==> run_1/clk_routes.png <==
(1.5 px per µm)
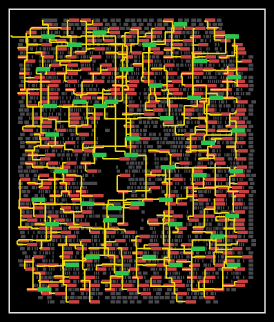
==> run_1/layer_met4.png <==
(2 px per µm) Cells faint in the background.
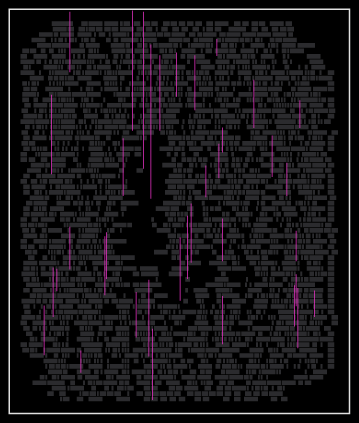
==> run_1/congestion.png <==
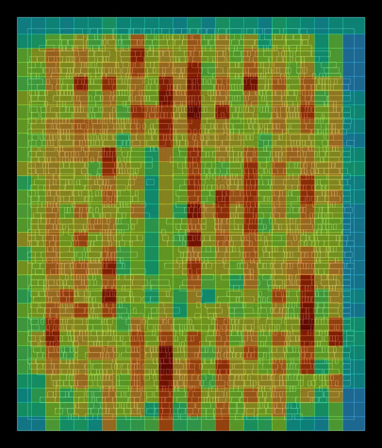
### config.mk
export PLATFORM = sky130hd
export DESIGN_NAME = hub75_capture
export DESIGN_NICKNAME = d
export VERILOG_FILES = /design/src/rtl/hub75_pkg.sv /design/src/rtl/hub75_capture_edge_detect.sv /design/src/rtl/hub75_capture.sv
export SDC_FILE = /design/constraint.sdc
export NUM_CORES = 1
export LEC_CHECK = 0
export CORE_ASPECT_RATIO = 1.2
export CORE_MARGIN = 5
export CORE_UTILIZATION = 54
export CTS_CLUSTER_DIAMETER = 40
export DETAILED_ROUTE_END_ITERATION = 10
export GPL_ROUTABILITY_DRIVEN = 0
export GPL_TIMING_DRIVEN = 0
export MAX_ROUTING_LAYER = met4
export PLACE_DENSITY = 0.79
export SLEW_MARGIN = 0
export SYNTH_ARGS = -nofsm -noshare
export SYNTH_HDL_FRONTEND = slang
export SYNTH_SLANG_ARGS = --single-unit
### constraint.sdc
create_clock -name clk -period 2.4 [get_ports clk]
set_clock_uncertainty 0.1 [all_clocks]
set_input_delay 0.6 -clock clk [delete_from_list [all_inputs] [get_ports clk]]
set_output_delay 0.6 -clock clk [all_outputs]
set_load 0.01 [all_outputs]
### src/rtl/hub75_pkg.sv
// HUB75 capture shared definitions.
// FSM encoding and rgb lane ordering.
package hub75_pkg;

  typedef enum logic [1:0] {
    ST_SHIFT = 2'd0,
    ST_LATCH = 2'd1,
    ST_DWELL = 2'd2
  } state_e;

  localparam int RGB_W  = 6;
  localparam int R0_BIT = 5;
  localparam int G0_BIT = 4;
  localparam int B0_BIT = 3;
  localparam int R1_BIT = 2;
  localparam int G1_BIT = 1;
  localparam int B1_BIT = 0;

endpackage

### src/rtl/hub75_capture_edge_detect.sv
// Single-bit edge detector.
// chg is high for one cycle whenever d differs from its last sample.
module edge_detect #(
  parameter logic RST_VAL = 1'b0
) (
  input  logic clk,
  input  logic rst,
  input  logic d,
  output logic chg
);

  logic q_q;
  logic q_d;

  assign q_d = d;
  assign chg = d ^ q_q;

  // previous-cycle sample of the input
  always_ff @(posedge clk) begin
    if (!rst) q_q <= RST_VAL;
    else      q_q <= q_d;
  end

endmodule

### src/rtl/hub75_capture.sv
// HUB75 panel bus sniffer.
// Captures shifted rows, latch address and oe dwell time.
module hub75_capture
  import hub75_pkg::*;
#(
  parameter int ROWS    = 8,
  parameter int COLUMNS = 32,
  parameter int DWELL_W = 16,
  localparam int AW = (ROWS > 1) ? $clog2(ROWS) : 1,
  localparam int CW = $clog2(COLUMNS) + 1,
  localparam int RW = RGB_W * COLUMNS
) (
  input  logic               clk,
  input  logic               rst,
  input  logic               oclk,
  input  logic               lat,
  input  logic               oe,
  input  logic [AW-1:0]      addr,
  input  logic [RGB_W-1:0]   rgb,
  output logic [RW-1:0]      row_data,
  output logic [AW-1:0]      row_idx,
  output logic               row_valid,
  input  logic               row_ready,
  output logic [DWELL_W-1:0] dwell,
  output logic               dwell_valid,
  output logic               err_short,
  output logic               err_overrun,
  output logic               err_protocol
);

  localparam logic [CW-1:0] COL_FULL = CW'(COLUMNS);
  localparam logic [CW-1:0] COL_SAT  = CW'(COLUMNS + 1);

  logic oclk_chg, lat_chg, oe_chg;
  logic oclk_rise, lat_fall, lat_rise, oe_fall, oe_rise;

  edge_detect #(.RST_VAL(1'b0)) u_oclk (
    .clk(clk), .rst(rst), .d(oclk), .chg(oclk_chg)
  );
  edge_detect #(.RST_VAL(1'b1)) u_lat (
    .clk(clk), .rst(rst), .d(lat), .chg(lat_chg)
  );
  edge_detect #(.RST_VAL(1'b1)) u_oe (
    .clk(clk), .rst(rst), .d(oe), .chg(oe_chg)
  );

  assign oclk_rise = oclk_chg & oclk;
  assign lat_rise  = lat_chg & lat;
  assign lat_fall  = lat_chg & ~lat;
  assign oe_rise   = oe_chg & oe;
  assign oe_fall   = oe_chg & ~oe;

  state_e             state_q, state_d;
  logic [CW-1:0]      col_q, col_d;
  logic [RW-1:0]      sr_q, sr_d;
  logic [RW-1:0]      row_data_q, row_data_d;
  logic [AW-1:0]      row_idx_q, row_idx_d;
  logic               row_valid_q, row_valid_d;
  logic [DWELL_W-1:0] cnt_q, cnt_d;
  logic [DWELL_W-1:0] dwell_q, dwell_d;
  logic               dwell_valid_q, dwell_valid_d;
  logic               err_short_q, err_short_d;
  logic               err_overrun_q, err_overrun_d;
  logic               err_protocol_q, err_protocol_d;

  // next-state: shifting, row latch handshake, dwell timing, errors
  always_comb begin
    state_d        = state_q;
    col_d          = col_q;
    sr_d           = sr_q;
    row_data_d     = row_data_q;
    row_idx_d      = row_idx_q;
    row_valid_d    = row_valid_q;
    cnt_d          = cnt_q;
    dwell_d        = dwell_q;
    dwell_valid_d  = 1'b0;
    err_short_d    = err_short_q;
    err_overrun_d  = err_overrun_q;
    err_protocol_d = err_protocol_q;

    if (row_valid_q && row_ready) row_valid_d = 1'b0;
    if (oe_fall && !lat) err_protocol_d = 1'b1;

    unique case (state_q)
      ST_SHIFT: begin
        if (oclk_rise) begin
          sr_d = {sr_q[RW-RGB_W-1:0], rgb};
          if (col_q != COL_SAT) col_d = col_q + CW'(1);
        end
        if (lat_fall) begin
          state_d = ST_LATCH;
          if (col_q == COL_FULL) begin
            row_data_d  = sr_q;
            row_idx_d   = addr;
            row_valid_d = 1'b1;
            // same-cycle acceptance frees the slot
            if (row_valid_q && !row_ready) err_overrun_d = 1'b1;
          end else begin
            err_short_d = 1'b1;
          end
        end else if (oe_fall && lat) begin
          state_d = ST_DWELL;
          cnt_d   = DWELL_W'(1);
        end
      end
      ST_LATCH: begin
        if (oclk_rise) err_protocol_d = 1'b1;
        if (lat_rise) begin
          col_d   = '0;
          state_d = ST_SHIFT;
        end
      end
      ST_DWELL: begin
        if (oclk_rise || lat_fall) err_protocol_d = 1'b1;
        if (oe_rise) begin
          dwell_d       = cnt_q;
          dwell_valid_d = 1'b1;
          state_d       = ST_SHIFT;
        end else if (cnt_q != '1) begin
          cnt_d = cnt_q + DWELL_W'(1);
        end
      end
      default: state_d = ST_SHIFT;
    endcase
  end

  // state and output registers
  always_ff @(posedge clk) begin
    if (!rst) begin
      state_q        <= ST_SHIFT;
      col_q          <= '0;
      sr_q           <= '0;
      row_data_q     <= '0;
      row_idx_q      <= '0;
      row_valid_q    <= 1'b0;
      cnt_q          <= '0;
      dwell_q        <= '0;
      dwell_valid_q  <= 1'b0;
      err_short_q    <= 1'b0;
      err_overrun_q  <= 1'b0;
      err_protocol_q <= 1'b0;
    end else begin
      state_q        <= state_d;
      col_q          <= col_d;
      sr_q           <= sr_d;
      row_data_q     <= row_data_d;
      row_idx_q      <= row_idx_d;
      row_valid_q    <= row_valid_d;
      cnt_q          <= cnt_d;
      dwell_q        <= dwell_d;
      dwell_valid_q  <= dwell_valid_d;
      err_short_q    <= err_short_d;
      err_overrun_q  <= err_overrun_d;
      err_protocol_q <= err_protocol_d;
    end
  end

  assign row_data     = row_data_q;
  assign row_idx      = row_idx_q;
  assign row_valid    = row_valid_q;
  assign dwell        = dwell_q;
  assign dwell_valid  = dwell_valid_q;
  assign err_short    = err_short_q;
  assign err_overrun  = err_overrun_q;
  assign err_protocol = err_protocol_q;

endmodule

==> out/results.ini, run 1 <==
[status]
status = completed

[routing]
route.detailed.drc = 0
ant_nets = 0
vias_per_cell = 5.15
dr.pass1.iters = 5
drt-initial-drc-count = 715

[die]
die_w_um = 169
core_area_um2 = 30300
fp_util_pct = 54.4
die_area_um2 = 34100
ios = 231
dieHeight_um = 201
rows = 70

[synthesis]
synthArstFlopShare_pct = 0
synthTopCellsByCount = 829 x nand2_1, 435 x dfxtp_1, 274 x a21boi_0, 135 x a21boi_1, 98 x clkbuf_1
synth_cells = 1960
synth_area_um2 = 16500
synth_dominant_cell_count = nand2_1
syn_avg_cell_area_um2 = 8.40
synth_nets = 1982
topCellsByArea = dfxtp_1 53%, nand2_1 19%, a21boi_0 12%
ys_seq_share_pct = 52.9
synth-seq-cells = 435
ff_type = dfxtp_1
yosysTopAreaCellShare_pct = 52.9
ys_cells = 1960
edf_count = 0
yosysTopAreaCell = dfxtp_1
synthDistinctLibCells = 50
ys_chip_area_um2 = 16500
synth_warnings = 0

[global_route]
grt_overflow = 0
grt_max_degree = 16
grt_pass1_vias = 13600
antenna_found_initial = 1
track_usage_pct = 23.7
grt_pass1_wl_um = 66800

[placement]
portBuffers = 229
dp_hpwl_um = 28600

[power]
p_seq_share_pct = 46.7
p_sw_mw = 3.36
swShare_pct = 21.6
intPower_mw = 12.2
power_density_nw_per_um2 = 742
fin_total_pwr_mw = 15.6
ir_drop_mv = 0.577
total_leakage_power_nw = 6.89
clockPowerShare_pct = 49.1
comb_power_share_pct = 4.2

[timing]
setup_viol = 0
rsz0062_at_grt = false
slew_violations = 0
slew_headroom_pct = 44.5
hold_slack_ns = 0.350
tightestPinTransition_ns = 0.833
max_freq_ghz = 0.455
fin_crit_sh_pct = 91.5
finalCriticalPeriod_ns = 2.20
hold_viol_final = 0
setup-tns-final_ns = 0

[cts]
clock_latency_ns = 0.53
cts_sinks = 435
h-tree-depth = 2
cts_root_buf = clkbuf_16
hold_buffers = 0
clk_pin_slew_ns = 0.06
cts_max_path_buffers = 3
cts_made_buffers = 46
cts_tree = done

[critical_path]
crit_chain = inv_1 -> ha_1 -> buf_4 -> and2_0 -> clkbuf_2 -> clkbuf_1 -> nand2_1 -> a21boi_0
arrival_ns = 2.53
cp_num_buf_inv = 4
startpoint_type = flop
cp.required_ns = 2.73
critical-path-top-delay-family = buffers and inverters
critPathMaxFanout = 10
critPathMaxStageDelay_ns = 0.37
critPathCaptureType = flop
crit_path_top_delay_cell = clkbuf_1
critical_path_class = flop to flop

[layout]
layout.nets = 2261
area_growth_syn_to_layout_pct = 27.3
drive_gt1_share_pct = 5.85

[flow_run]
maxCapViolations = 0
warnings = 30

[hold_path]
min_path_type = flop to flop

-- clk_routes.png (at the start) --
[clock wires] yellow | length: 4890 µm
[clock drivers] green | count: 46
[flip-flops] red | count: 435
routed clock nets: 47
flops lie: spread over the die

-- layer_met4.png (at the start) --
nets with wire on the layer: 24
wire length on this layer: 997 µm
longest straight run: 78.2 µm
vias: 13.8k
WL final: 40100 µm

-- congestion.png (at the start) --
Util after Layout: 69.2%
DR WL/cell: 15.0 µm

-- run 1: cells in the final DEF (no fill, tap or decap), drive strengths merged, types with 7 or more instances in the layout --
master / instances
inv: 8
nor2b: 8
nor2: 12
nand2: 829
ha: 7
clkbuf: 162
clkinv: 8
nand3: 12
o21ai: 12
a21boi: 409
clkdlybuf4s50: 229
buf: 43
bufinv: 8
dfxtp: 435
a21oi: 11
-- run 1: stage by stage --
stage,setup WS [ns],cell area (µm²),cells
after floorplan,0.448,16500,1960
after global placement,-0.867,19300,2585
after detailed placement,-0.902,19300,2585
after CTS,0.0465,20900,2671
after global routing,0.00122,21000,2672
final,0.203,21000,2673
-- run 1: worst register-to-register path: stages (launching register included) --
cell and delay, ns:
dfxtp_1 0.31, inv_1 0.10, ha_1 0.20, buf_4 0.18, and2_0 0.19, clkbuf_2 0.33, clkbuf_1 0.38, nand2_1 0.10
a21boi_0 0.23
-- run 1: power by group through the flow --
stage | clock network (mW) | registers [mW] | logic, mW
4_1_cts | 7.75 | 7.27 | 0.658
2_1_floorplan | 0 | 7.42 | 0.455
3_5_place_dp | 0 | 7.43 | 0.651
5_1_grt | 8.05 | 7.27 | 0.728
6_report | 7.63 | 7.27 | 0.657
3_3_place_gp | 0 | 7.43 | 0.643
-- run 1: worst paths after layout --
| path | from | end | slack (ns) | cells past startpoint |
|---|---|---|---|---|
| min | row_data[166]$_SDFFE_PN0P_ | row_data[166]$_SDFFE_PN0P_ | 0.35 | 2 |
| max | state_q[0]$_SDFFE_PN0P_ | sr_q[138]$_SDFFE_PN0P_ | 0.20 | 8 |
| min reg2reg | row_data[166]$_SDFFE_PN0P_ | row_data[166]$_SDFFE_PN0P_ | 0.35 | 2 |
| max reg2reg | state_q[0]$_SDFFE_PN0P_ | sr_q[138]$_SDFFE_PN0P_ | 0.20 | 8 |
-- run 1: what timing repair did --
| action | in CTS | in global routing |
|---|---|---|
| endpoints found under the setup margin | 209 | 137 |
| pin swaps | 1 | 0 |
| cloned | 0 | 0 |
| gates resized | 5 | 15 |
| setup buffers | 2 | 0 |
-- run 1: layout make-up --
| cell class | count | area (µm²) |
|---|---|---|
| Multi-Input combinational cell | 1378 | 7180 |
| Antenna cell | 2 | 5.00 |
| Timing Repair Buffer | 231 | 2310 |
| Fill cell | 2476 | 9340 |
| Inverter | 6 | 22.5 |
| Buffer | 141 | 592 |
| Clock inverter | 22 | 342 |
| Sequential cell | 435 | 8710 |
| Clock buffer | 62 | 1320 |
| Tap cell | 396 | 495 |
-- run 1: registers in the layout (all words and copies together), names as in the netlist, 2 cells and up --
register and cells:
sr_q 192, state_q 2, row_idx 3, row_data 192
cnt_q 16, dwell 16, col_q 6
-- run 1: kinds of logic after synthesis --
family | count (synthesis) | synth area share (%)
flops | 435 | 52.9
buf+inv | 147 | 3.64
compound gates | 460 | 20.8
fa+ha+maj | 7 | 0.532
mux | 2 | 0.122
simple gates | 909 | 22.0
-- run 1: routing by layer --
metal / wire, µm / global-route usage [%]
met5: 0 / -
met4: 996 / 7.13
met3: 1690 / 3.26
met2: 20300 / 40.6
met1: 17100 / 29.1
## Run 2: what changed since run 1
- ABC_AREA: unset -> 0
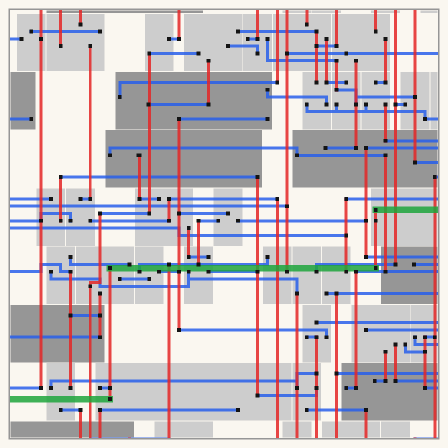
(run_2/detail.png)
Region (117, 40) to (137, 60) µm. Cells in gray, sequential cells in the stronger gray; small squares are vias.
[metal 2] red
[metal 3] green
[metal 1] blue
cells with their middle in the window: 33
most frequent: nand2_1 (15), a21boi_0 (7), dfxtp_1 (5)
sequential cells in the window: 5
netlist names of flops here include: sr_q (5)

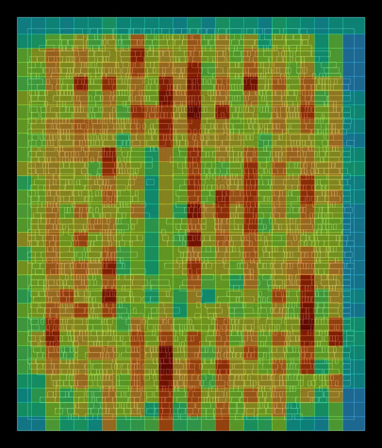
(run_2/congestion.png)
met3 Use GR: 3.26%
GR peak layer: met2
routing usage on met2: 40.6%

==> run 2 against run 1 <==
  * Highest routed layer unchanged
  * Wire length unchanged
  * Register-to-register slack about the same
  * Sequential share of layout area unchanged
  * Fmax unchanged
  * Synthesized cell count unchanged
  * Clock power about the same
  * Critical path depth unchanged
==> out/results.ini, run 2 <==
[status]
status = completed

[layout]
stdcell_count = 2673
lay_top_count = nand2_1
fillers = 2476
mostFrequentLayoutCells = 829 x nand2_1, 435 x dfxtp_1, 274 x a21boi_0, 229 x clkdlybuf4s50_1, 135 x a21boi_1
area_growth_syn_to_layout_pct = 27.3
seqCellArea_um2 = 8710
logic_area_um2 = 7180
drive_gt1_share_pct = 5.85
layout.nets = 2261

[routing]
dr.pass1.iters = 5
route.detailed.drc = 0
vias = 13800
ant_nets = 0
post_drt_wl_per_cell_um = 15.0
drt-total-wl_um = 40100
vias_per_cell = 5.15
drt-initial-drc-count = 715

[timing]
timing.final.ws_setup_ns = 0.203
finalCriticalPeriod_ns = 2.20
tightestPinTransition_ns = 0.833
fin_crit_sh_pct = 91.5
max_freq_ghz = 0.455
hold_viol_final = 0
slew_violations = 0
slew_headroom_pct = 44.5
setup_viol = 0
rsz0062_at_grt = false

[critical_path]
rrSetupSlack_ns = 0.20
startpoint_type = flop
startpoint = state_q[0]$_SDFFE_PN0P_
timing.rr.start = state_q[0]$_SDFFE_PN0P_
cp.required_ns = 2.73
critPathCaptureType = flop
critical_path_class = flop to flop
arrival_ns = 2.53
critPathMaxFanout = 10
worstRegToRegCells = 8
cp-endpoint = sr_q[138]$_SDFFE_PN0P_
reg2reg_to = sr_q[138]$_SDFFE_PN0P_

[synthesis]
synthTopCellsByCount = 829 x nand2_1, 435 x dfxtp_1, 274 x a21boi_0, 135 x a21boi_1, 98 x clkbuf_1
synth_area_um2 = 16500
synth-seq-cells = 435
ys_cells = 1960
synthTopLogicFamily = simple AND/OR/NAND/NOR gates
ff_type = dfxtp_1
synth_nets = 1982
ys_seq_share_pct = 52.9
ys_chip_area_um2 = 16500
synth_cells = 1960
synth_dominant_cell_count = nand2_1
synthArstFlopShare_pct = 0
yosysTopAreaCellShare_pct = 52.9
muxShareOfSynthArea_pct = 0.122
yosysTopAreaCell = dfxtp_1
ys_sh_simple_pct = 22.0
synthDistinctLibCells = 50
fa_ha_area_share_pct = 0.532
edf_count = 0
ys_sh_aoi_pct = 20.8
syn_avg_cell_area_um2 = 8.40
synth_warnings = 0
topCellsByArea = dfxtp_1 53%, nand2_1 19%, a21boi_0 12%
synthXorXnorAreaFrac_pct = 0

[flow_run]
maxCapViolations = 0
warnings = 30

[global_route]
grt_pass1_wl_um = 66800
grt_overflow = 0
grt_pass1_vias = 13600
grt_max_degree = 16
antenna_found_initial = 1
track_usage_pct = 23.7

[placement]
dp_hpwl_um = 28600
dp.cells = 2585
portBuffers = 229
dp_slack_ns = -0.902

[cts]
cts_sinks = 435
hold_buffers = 0
cts_root_buf = clkbuf_16
clock_latency_ns = 0.53
cts_max_path_buffers = 3
clk_pin_slew_ns = 0.06
cts_made_buffers = 46
cts_tree = done
h-tree-depth = 2

[die]
fp_util_pct = 54.4
rows = 70
core_area_um2 = 30300
dieHeight_um = 201
ios = 231
die_area_um2 = 34100
die_w_um = 169

[power]
total_leakage_power_nw = 6.89
ir_drop_mv = 0.577
power_density_nw_per_um2 = 742

[hold_path]
min_path_type = flop to flop

-- run 2: cell counts in the layout (fill, tap and decap cells not counted) --
No cell type changed its count.
-- run 2: what timing repair did --
item | CTS | global route
setup endpoints to repair | 209 | 137
resized | 5 | 15
pin swaps | 1 | 0
cloned | 0 | 0
setup buffers | 2 | 0
-- run 2: cells by family (layout without fill, tap and decap cells) --
| logic type | count (synthesis) | count (layout) |
|---|---|---|
| AOI/OAI and AO/OA | 460 | 460 |
| adders and majority gates | 7 | 7 |
| buffers and inverters | 147 | 462 |
| other | 0 | 2 |
| and+or+nand+nor | 909 | 909 |
| DFF | 435 | 435 |
| muxes | 2 | 2 |
-- run 2: area by class of cell --
type	count	area share, %
tap	396	2.36
antenna	2	0.0239
buffer	141	2.82
sequential	435	41.5
clock buffer	62	6.27
timing repair buffer	231	11.0
inverter	6	0.107
clock inverter	22	1.63
multi-input combinational	1378	34.2
-- run 2: layer usage --
layer	part of all wire, %	wire length, µm	vias to the layer above	GRT usage, %
li1	-	-	6951	-
met1	43	17100	6407	29.1
met2	51	20300	326	40.6
met3	4.2	1690	79	3.26
met4	2.5	996	0	7.13
met5	0	0	-	-
-- run 2: how the worst min path moves through the flow --
stage	slack (ns)	cells past startpoint	from	end
floorplan	0.33	2	sr_q[186]$_SDFFE_PN0P_	row_data[186]$_SDFFE_PN0P_
global placement	0.34	2	row_data[163]$_SDFFE_PN0P_	row_data[163]$_SDFFE_PN0P_
detailed placement	0.35	2	row_data[140]$_SDFFE_PN0P_	row_data[140]$_SDFFE_PN0P_
CTS	0.35	2	row_data[140]$_SDFFE_PN0P_	row_data[140]$_SDFFE_PN0P_
global route	0.38	2	row_data[89]$_SDFFE_PN0P_	row_data[89]$_SDFFE_PN0P_
finish	0.35	2	row_data[166]$_SDFFE_PN0P_	row_data[166]$_SDFFE_PN0P_
-- run 2: worst max-delay path, cell delays in order (launching register included) --
cell and delay [ns]:
dfxtp_1 0.31, inv_1 0.10, ha_1 0.20, buf_4 0.18
and2_0 0.19, clkbuf_2 0.33, clkbuf_1 0.37, nand2_1 0.10
a21boi_0 0.23
-- run 2: power breakdown --
part	total, mW	internal [mW]	switching (mW)
sequential	7.27	7.25	0.0215
combinational	0.657	0.219	0.438
clock	7.63	4.73	2.90
total	15.6	12.2	3.36
-- run 2: per-stage QoR --
stage	setup TNS (ns)	instance area (µm²)	power, mW	util [%]	hold WS (ns)
6_report	0	21000	15.6	69.2	0.350
5_1_grt	0	21000	16.0	69.2	0.376
4_1_cts	0	20900	15.7	69.1	0.353
3_5_place_dp	-215.42	19300	8.08	63.6	0.345
3_3_place_gp	-205.06	19300	8.07	63.6	0.342
2_1_floorplan	0	16500	7.88	-	0.331
Power and IR drop assume default switching activity.
